`config.mk`:
```
export PLATFORM = sky130hd
export DESIGN_NAME = fft_frame_feeder
export DESIGN_NICKNAME = d
export VERILOG_FILES = /design/src/rtl/fft_frame_feeder.sv
export SDC_FILE = /design/constraint.sdc
export NUM_CORES = 1
export LEC_CHECK = 0
export ABC_CLOCK_PERIOD_IN_PS = 4700
export CORE_UTILIZATION = 50
export CTS_CLUSTER_DIAMETER = 200
export DETAILED_ROUTE_END_ITERATION = 6
export PLACE_DENSITY = 0.81
export SYNTH_ARGS = -nofsm -noshare
export SYNTH_HDL_FRONTEND = slang
export SYNTH_SLANG_ARGS = --single-unit
```
`constraint.sdc`:
```
create_clock -name i_clk -period 4.7 [get_ports i_clk]
set_input_delay 1.41 -clock i_clk [delete_from_list [all_inputs] [get_ports i_clk]]
set_output_delay 1.41 -clock i_clk [all_outputs]
set_load 0.03 [all_outputs]
```
`src/rtl/fft_frame_feeder.sv`:
```
// Buffers the I/Q stream and emits NFFT-sample indexed frames, pausing between frames until the done pulse.
// Latency: 2 cycles from sample strobe to output strobe; no upstream backpressure, full FIFO drops and flags overflow.
module fft_frame_feeder #(
  parameter int SIZE_BUFFER     = 1,
  parameter int DATA_FFT_SIZE   = 16,
  parameter int FIFO_DEPTH_LOG2 = 4
) (
  input  logic                       i_clk,
  input  logic                       i_reset_n,
  input  logic [DATA_FFT_SIZE-1:0]   i_in_data_i,
  input  logic [DATA_FFT_SIZE-1:0]   i_in_data_q,
  input  logic                       i_valid,
  input  logic                       i_wayt_data_second_NChet,
  output logic [DATA_FFT_SIZE-1:0]   o_out_data_i,
  output logic [DATA_FFT_SIZE-1:0]   o_out_data_q,
  output logic                       o_outvalid,
  output logic [SIZE_BUFFER:0]       o_counter_data,
  output logic [FIFO_DEPTH_LOG2:0]   o_fifo_level,
  output logic                       o_overflow,
  output logic                       o_proto_err,
  output logic                       o_frame_busy
);

  localparam int DEPTH_INT = 2 ** FIFO_DEPTH_LOG2;
  localparam logic [FIFO_DEPTH_LOG2:0] DEPTH = DEPTH_INT[FIFO_DEPTH_LOG2:0];
  localparam logic [SIZE_BUFFER-1:0] LAST_IDX = '1;

  typedef enum logic {
    SEND      = 1'b0,
    WAIT_DONE = 1'b1
  } state_t;

  state_t state, state_nxt;

  logic [2*DATA_FFT_SIZE-1:0] mem [DEPTH_INT];
  logic [FIFO_DEPTH_LOG2-1:0] wr_ptr, rd_ptr;
  logic [FIFO_DEPTH_LOG2:0]   level;
  logic [SIZE_BUFFER-1:0]     idx;
  logic                       rd_en, wr_en, full, empty;

  assign full  = (level == DEPTH);
  assign empty = (level == '0);
  assign rd_en = (state == SEND) && !empty;
  // A read in the same cycle frees a slot, so a full FIFO can still accept.
  assign wr_en = i_valid && (!full || rd_en);

  always_ff @(posedge i_clk) begin
    if (!i_reset_n) state <= SEND;
    else            state <= state_nxt;
  end

  always_comb begin
    state_nxt = state;
    case (state)
      SEND:      if (rd_en && idx == LAST_IDX) state_nxt = WAIT_DONE;
      WAIT_DONE: if (!i_wayt_data_second_NChet) state_nxt = SEND;
      default:   state_nxt = SEND;
    endcase
  end

  always_ff @(posedge i_clk) begin
    if (wr_en) mem[wr_ptr] <= {i_in_data_i, i_in_data_q};
  end

  always_ff @(posedge i_clk) begin
    if (!i_reset_n) begin
      wr_ptr         <= '0;
      rd_ptr         <= '0;
      level          <= '0;
      idx            <= '0;
      o_out_data_i   <= '0;
      o_out_data_q   <= '0;
      o_outvalid     <= 1'b0;
      o_counter_data <= '0;
      o_overflow     <= 1'b0;
      o_proto_err    <= 1'b0;
    end else begin
      o_outvalid <= rd_en;
      if (wr_en) wr_ptr <= wr_ptr + 1'b1;
      if (rd_en) begin
        rd_ptr                       <= rd_ptr + 1'b1;
        idx                          <= idx + 1'b1;
        {o_out_data_i, o_out_data_q} <= mem[rd_ptr];
        o_counter_data               <= {1'b0, idx};
      end
      case ({wr_en, rd_en})
        2'b10:   level <= level + 1'b1;
        2'b01:   level <= level - 1'b1;
        default: level <= level;
      endcase
      if (i_valid && !wr_en) o_overflow <= 1'b1;
      if (state == SEND && !i_wayt_data_second_NChet) o_proto_err <= 1'b1;
    end
  end

  assign o_fifo_level = level;
  assign o_frame_busy = (state == SEND);

endmodule
```
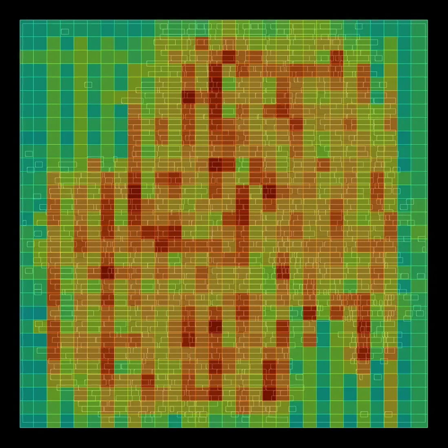
**Above:** run 1 (routing congestion map).
Final Util: 0.590
GR peak layer: met2
GR Layer Usage met1: 0.286

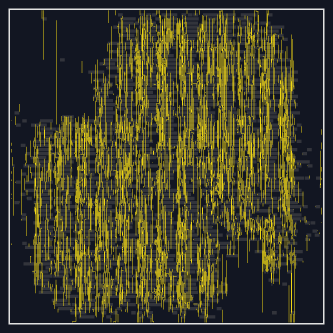
**Above:** run 1 (the metal 2 layer).
Scale: 1.5 px per um.
The layer holds 50% of the routed length. The longest straight run is 69.4 um. The wires run mostly vertical. 1,061 nets have wire on it.
Routed WL: 46,000 um
met2 GRT Util: 0.359
Vias: 10,300

==> GITHUB_STEP_SUMMARY, run 1 <==
## Implementation flow summary

| Metric | Value |
|---|---|
| Status | `complete, no violations` |
| Design area | `~25,000 um2` |
| Row cnt | `75` |
| Initial Util | `0.508` |
| Most frequent cells after synthesis | `512 x edfxtp_1, 128 x mux4_2, 71 x mux2i_1` |
| Post-CTS Setup Bufs | `0` |
| Global placer's final weighted congestion | `0.813` |
| Initial antenna violation count | `0` |
| Hold Path Class | `register to register` |
| Clock share of power | `0.322` |
| Fillers | `2,859` |
| Fin. max-slew vios | `0` |
| DP Area | `23,000 um2` |
| Max clock buf depth | `3` |
| Family with the most delay on the worst path | `AND-OR/OR-AND gates` |
| Most common cell on crit path | `a21oi_1` |
| RSZ-0062 raised after global routing | `false` |
| Final-report setup violation count | `0` |
| Synthesis area per yosys | `21,300 um2` |
| Floorplan net count | `1,039` |
| CTS HTree Levels | `2` |
| Top-area cell share | `0.720` |
| Clk_skew | `0.0175 ns` |
| CTS tree | `yes` |
| Die width | `209 um` |
| 1st-pass router iterations | `6` |
| Worst-margin pin slew | `between 1 and 1.5 ns` |
| Leading post-synthesis cells by cell area | `edfxtp_1 72%, mux4_2 14%, dfxtp_1 4.8%` |
| Setup_tns | `0 ns` |
| Count leader, synth | `edfxtp_1` |
| Slew headroom | `0.290` |
| Clk latency late pin | `0.59 ns` |
| R2R Path Start | `o_fifo_level[1]$_SDFFE_PN0P_` |
| Post-synthesis async set-or-reset flop share | `0` |
| Min-delay src | `o_counter_data[0]$_SDFFE_PN0N_` |
| Routed WL per cell | `27.3 um` |
| Psw | `3.94 mW` |
| Diodes inserted | `0` |
| Clk pin slew, worst setup/hold paths | `0.06 ns` |
| Arrival time at the worst endpoint | `3.97 ns` |
| CP max FO | `4` |
| Synth Seq Share | `0.768` |
| Total Routing Usage GR | `0.216` |
| Cycle use final | `0.739` |
| Die Size | `43,500 um2` |
| # DRC | `0` |
| Detail Route Antenna Nets | `0` |
| Clock Sinks | `563` |
| Port Buffers | `77` |
| Peak supply drop | `between 0.4 and 0.5 mV` |
| Leading area contributor after synthesis | `edfxtp_1` |
| WP buf/inv | `2` |
| Ys cells | `between 900 and 1,000` |
| Cells after Synth | `roughly 990` |
| Max_cap viols | `0` |
| Post-Syn Area per Cell | `21.5 um2` |
| CTS Buf Count | `between 50 and 60` |
| Crit end category | `register` |
| Vias per Instance | `6.10` |
| Max Freq | `288 MHz` |
| CP Data Required Time | `5.19 ns` |
| First-pass GRT wire length | `68,900 um` |
| Placement Setup Slack | `0.688 ns` |
| Synth-to-Final Area Change | `16.2%` |
| Warnings from Yosys | `0` |
| Gate power share | `0.240` |
| Seq group | `6.07 mW` |
| Start point of the critical path | `i_valid` |
| Largest net degree at the start of global routing | `57` |
| Final hold violation count | `0` |
| Number of enable flip-flop cells | `512` |
| DPL Wire Length | `approximately 25,000 um` |
| # nets final | `~1,100` |
| DRT iter0 DRCs | `1,058` |
| CTS root buffer | `clkbuf_16` |
| Post-Syn Area | `~21,000 um2` |
| Core area | `42,000 um2` |
| Crit-path slowest cell | `clkdlybuf4s50_1` |
| Leak Pwr | `7.63 nW` |
| Total gr overflow | `0` |
| Setup Crit Path Kind | `input port to register` |
| P_int | `9.90 mW` |
| Crit path time final | `3.47 ns` |
| Die Span Y | `between 200 and 250 um` |
| Synth flops | `about 560` |
| Flop pwr share | `0.438` |
| OpenROAD warnings | `29` |
| PwrDens | `558 nW/um2` |
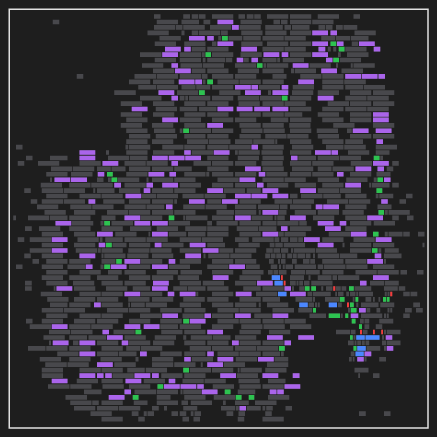
**Above:** run 1 (selected gate families).
Scale: 2 px per um.
Blue stands for fa/ha/maj cells, cells 9. Green stands for aoi and oai cells, cells 48, where all over the die. Red stands for inv cells, cells 8. Purple stands for mux cells, cells 200, where all over the die.

-- run 1: sequential cells by signal (all words and copies together) (netlist names) --
name	count
o_outvalid	1
o_out_data_q	16
mem	512
wr_ptr	4
o_counter_data	1
rd_ptr	4
o_out_data_i	16
idx	1
o_overflow	1
o_proto_err	1
o_fifo_level	5
state	1
-- run 1: routing by layer --
metal	wire (um)	vias up	track usage
li1	-	4350	-
met4	1460	0	0.0778
met1	17900	5337	0.286
met5	0	-	0
met2	23000	492	0.359
met3	3590	99	0.0439
-- run 1: worst register-to-register path, cell delays in order, from the launching register on --
cell	delay, ns
dfxtp_1	0.38
nor4_1	0.75
a21oi_1	0.21
buf_4	0.20
ha_1	0.33
nand2b_1	0.09
a21oi_1	0.34
mux2_2	0.38
a221oi_1	0.27
-- run 1: final cells by class --
| class | count | area [um2] | share of cell area |
|---|---|---|---|
| clock buffer | 66 | 1420 | 0.0572 |
| sequential | 563 | 16400 | 0.661 |
| clock inverter | 34 | 407 | 0.0164 |
| inverter | 8 | 30.0 | 0.00121 |
| timing repair buffer | 109 | 1110 | 0.0446 |
| tap | 539 | 674 | 0.0272 |
| multi-input combinational | 365 | 4760 | 0.192 |
-- run 1: cells in the final DEF (no fill, tap or decap), types with 3 or more instances in the layout --
| master | Yosys | final |
|---|---|---|
| inv_1 | 8 | 8 |
| nor2_4 | 0 | 12 |
| mux2i_1 | 71 | 71 |
| edfxtp_1 | 512 | 512 |
| nand3_1 | 36 | 35 |
| o211ai_1 | 3 | 3 |
| clkdlybuf4s50_1 | 0 | 76 |
| clkinv_2 | 0 | 7 |
| o221ai_1 | 32 | 32 |
| mux4_2 | 128 | 128 |
| xnor2_1 | 4 | 4 |
| bufinv_16 | 0 | 9 |
| xor2_1 | 3 | 3 |
| ha_1 | 8 | 8 |
| dfxtp_4 | 0 | 3 |
| dfxtp_1 | 51 | 48 |
| buf_12 | 0 | 8 |
| clkbuf_1 | 27 | 11 |
| nor2_1 | 28 | 16 |
| clkinv_1 | 0 | 13 |
| nor3_2 | 0 | 4 |
| buf_4 | 2 | 24 |
| a21oi_1 | 8 | 8 |
| nand2_1 | 17 | 17 |
| clkbuf_16 | 0 | 55 |
| nand2b_1 | 6 | 6 |
-- run 1: through the flow --
step	cells	total power, mW
final	1684	13.8
after global placement	1584	9.41
after detailed placement	1584	9.49
after CTS	1684	13.9
after global routing	1684	14.3
after floorplan	994	8.36
-- run 1: final timing paths --
path	to	slack, ns	cells after the start
min	o_counter_data[0]$_SDFFE_PN0N_	0.46	2
max	o_fifo_level[4]$_SDFFE_PN0P_	1.23	9
min reg2reg	o_counter_data[0]$_SDFFE_PN0N_	0.46	2
max reg2reg	o_fifo_level[4]$_SDFFE_PN0P_	1.66	8
-- run 1: logic make-up after synthesis --
kind of cell	Yosys count	synth area share
buffers and inverters	66	0.0142
and+or+nand+nor	97	0.0209
adders and majority gates	9	0.00563
muxes	200	0.169
xor gates and xnor gates	7	0.00287
AOI/OAI and AO/OA	51	0.0193
DFF	563	0.768
other	1	0.000176
--- run 2 (diff from run 1) ---
--- a/config.mk
+++ b/config.mk
@@ -5,7 +5,7 @@
 export SDC_FILE = /design/constraint.sdc
 export NUM_CORES = 1
 export LEC_CHECK = 0
-export ABC_CLOCK_PERIOD_IN_PS = 4700
+export ABC_CLOCK_PERIOD_IN_PS = 3100
 export CORE_UTILIZATION = 50
 export CTS_CLUSTER_DIAMETER = 200
 export DETAILED_ROUTE_END_ITERATION = 6
==> constraint.sdc (replaced) <==
create_clock -name i_clk -period 3.1 [get_ports i_clk]
set_input_delay 0.93 -clock i_clk [delete_from_list [all_inputs] [get_ports i_clk]]
set_output_delay 0.93 -clock i_clk [all_outputs]
set_load 0.03 [all_outputs]
==> GITHUB_STEP_SUMMARY, run 2 <==
## Implementation flow summary

| Metric | Value |
|---|---|
| Global placer's final weighted congestion | `0.781` |
| Synth flops | `563` |
| Synth Seq Share | `0.768` |
| Floorplan net count | `roughly 1,000` |
| Post-Syn Area | `21,300 um2` |
| Clock Sinks | `563` |
| Hold Slack | `0.478 ns` |
| RSZ-0062 raised after global routing | `false` |
| CTS HTree Levels | `2` |
| # nets final | `around 1,200` |
| Peak supply drop | `0.629 mV` |
| Leak Pwr | `roughly 7.8 nW` |
| Arrival time at the worst endpoint | `1.93 ns` |
| Cells after Synth | `between 900 and 1,000` |
| Largest net degree at the start of global routing | `42` |
| Most frequent logic cell in the layout | `edfxtp_1` |
| Clk latency late pin | `about 0.6 ns` |
| Vias | `about 10,000` |
| Initial antenna violation count | `1` |
| 1st-pass router iterations | `5` |
| And+or+nand+nor area frac | `0.0209` |
| Routed WL | `46,100 um` |
| Post-route setup slack | `0.245 ns` |
| Port Buffers | `77` |
| CTS Buf Count | `54` |
| Largest stage delay, worst path | `slightly above 0.7 ns` |
| # DRC | `0` |
| Top-area cell share | `0.720` |
| Final-report setup violation count | `0` |
| Layout cells sized above 1 | `0.248` |
| Most frequent cells after synthesis | `512 x edfxtp_1, 128 x mux4_2, 71 x mux2i_1` |
| Warnings from Yosys | `0` |
| CP Launch Type | `register` |
| OpenROAD warnings | `30` |
| Clk_skew | `0.0199 ns` |
| Setup_tns | `0 ns` |
| Core area | `42,000 um2` |
| Max clock buf depth | `3` |
| Die Span Y | `209 um` |
| IO Count | `between 70 and 80` |
| CTS root buffer | `clkbuf_16` |
| Final Util | `0.599` |
| Count leader, synth | `edfxtp_1` |
| Post-CTS Setup Bufs | `0` |
| Synthesis area per yosys | `between 20,000 and 25,000 um2` |
| Post-Synth XOR/XNOR Area | `0.00287` |
| MUX share of area | `0.169` |
| Worst-margin pin slew | `0.688 ns` |
| Max_cap viols | `0` |
| Resize count post-CTS | `0` |
| Synth cell types | `37` |
| Crit end category | `output port` |
| Slew headroom | `0.540` |
| Setup Crit Path Kind | `register to output port` |
| First-pass GRT wire length | `a little under 70,000 um` |
| Max Freq | `350 MHz` |
| Placement Setup Slack | `-0.187 ns` |
| Total Routing Usage GR | `0.217` |
| Ys cells | `994` |
| Post-synthesis async set-or-reset flop share | `0` |
| Routed WL per cell | `27.0 um` |
| Vias per Instance | `6.13` |
| CTS tree | `yes` |
| Leading area contributor after synthesis | `edfxtp_1` |
| Fin. max-slew vios | `0` |
| Cells along the critical path | `inv_1 -> clkdlybuf4s50_1` |
| Leading post-synthesis cells by cell area | `edfxtp_1 72%, mux4_2 14%, dfxtp_1 4.8%` |
| WP buf/inv | `2` |
| CP max FO | `8` |
| Tot Pwr | `approximately 21 mW` |
| Family with the most delay on the worst path | `buffers and inverters` |
| Final hold violation count | `0` |
| Number of global-route vias before repair | `11,100` |
| Regs by FF count | `mem: 512 flops, o_out_data_i: 16 flops, o_out_data_q: 16 flops` |
| Row cnt | `75` |
| Number of flip-flops in the largest register | `~510` |
| Crit path time final | `2.86 ns` |
| Hold Path Class | `register to register` |
| AO/OA Area Share | `0.0193` |
| CP Data Required Time | `2.17 ns` |
| Hold_buf cts | `0` |
| PwrDens | `839 nW/um2` |
| Status | `complete, no violations` |
| Main flop type | `edfxtp_1` |
| Post-Syn Area per Cell | `21.5 um2` |
| Fillers | `2,850` |
| Die Size | `about 44,000 um2` |
| Synth-to-Final Area Change | `17.9%` |
| Initial Util | `0.508` |
| Largest logic family | `multiplexers` |
| Largest Register | `mem` |
| Cycle use final | `0.921` |
| Adder Area Share | `0.00563` |
| DPL Wire Length | `between 20,000 and 30,000 um` |
| Total gr overflow | `0` |
| Clk pin slew, worst setup/hold paths | `0.06 ns` |
| Die width | `209 um` |
| Number of enable flip-flop cells | `512` |
| Top cells excl fill/tap | `512 x edfxtp_1, 128 x mux4_2, 76 x clkdlybuf4s50_1, 71 x mux2i_1, 55 x clkbuf_16` |
| Crit-path slowest cell | `clkdlybuf4s50_1` |
| DRT iter0 DRCs | `863` |
| Detail Route Antenna Nets | `0` |
run 2: cell type report:
cell class              count  area (um2)  share of cell area
repair buffers            131        1460              0.0580
clock buffers              72        1470              0.0584
well taps                 539         674              0.0268
clock inverters            28         328              0.0130
flip-flops and latches    563       16400               0.652
inverters                   8        30.0             0.00119
multi-input cells         365        4790               0.191
diodes                      1        2.50           0.0000994
run 2: through the flow:
| step | std cells | cell area (um2) |
|---|---|---|
| global route | 1707 | 25200 |
| CTS | 1706 | 25200 |
| finish | 1707 | 25200 |
| detailed placement | 1606 | 23400 |
| global placement | 1606 | 23400 |
| floorplan | 994 | 21400 |
run 2: kinds of logic (layout without fill, tap and decap cells):
group           after synthesis  count (layout)
xor+xnor                      7               7
fa+ha+maj                     9               9
buf+inv                      66             239
simple gates                 97              97
mux                         200             200
flops                       563             563
other cells                   1               2
compound gates               51              51
run 2: metal layers:
layer  vias to the layer above  track usage  part of all wire  wire, um
met5                         -            0                 0         0
met4                         0       0.0801             0.032      1460
met3                        94       0.0376             0.066      3030
met2                       470        0.366              0.51     23700
met1                      5494        0.285              0.39     17900
li1                       4402            -                 -         -
run 2: worst paths after layout:
kind | depth (start not counted) | slack, ns | startpoint | endpoint
min | 2 | 0.48 | o_counter_data[0]$_SDFFE_PN0N_ | o_counter_data[0]$_SDFFE_PN0N_
max reg2reg | 5 | 0.63 | o_fifo_level[1]$_SDFFE_PN0P_ | mem[4][0]$_DFFE_PP_
max | 2 | 0.24 | state$_SDFF_PN0_ | o_frame_busy
min reg2reg | 2 | 0.48 | o_counter_data[0]$_SDFFE_PN0N_ | o_counter_data[0]$_SDFFE_PN0N_
run 2: worst register-to-register path: cells and delay by family (launching register included):
family                 cells  cell delay [ns]
DFF                        1             0.38
AOI/OAI and AO/OA          1             0.36
and+or+nand+nor            3             1.23
buffers and inverters      1             0.24
run 2: power breakdown:
group | internal (mW) | switching (mW)
Clock | 3.92 | 2.74
Combinational | 2.46 | 2.88
Sequential | 8.70 | 0.409
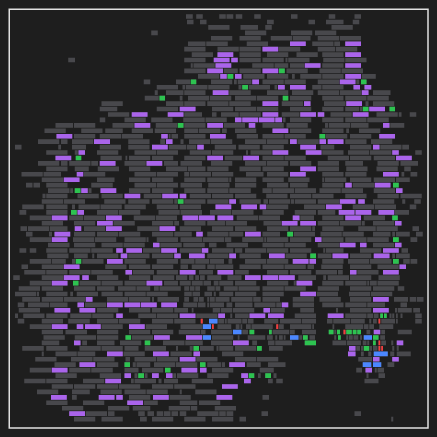
**Above:** run 2 (selected gate families).
Scale: 2 px per um.
Blue stands for fa/ha/maj cells, cells 9. Green stands for aoi and oai cells, cells 48, where all over the die. Red stands for inv cells, cells 8, where lower right. Purple stands for mux cells, cells 200, where all over the die.

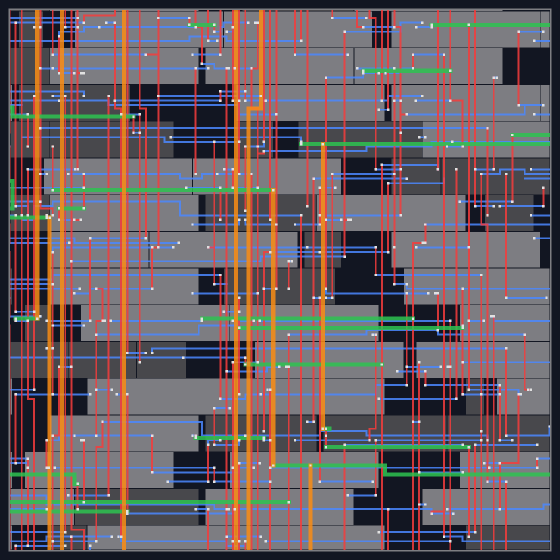
**Above:** run 2 (layout detail).
Window x 84 to 124, y 126 to 166 um. Cells in grey, sequential cells in the stronger grey; small squares are vias.
Blue stands for M1. Red stands for M2. Green stands for M3. Orange stands for M4.
Most frequent: edfxtp_1 (32), mux4_2 (6), clkbuf_16 (5). Sequential cells in the window: 33. 55 logic cells have their middle in the window. Netlist names of flops here include mem (32), o_out_data_i (1).

No activity file was given, so power comes from the tool's default toggle rates.
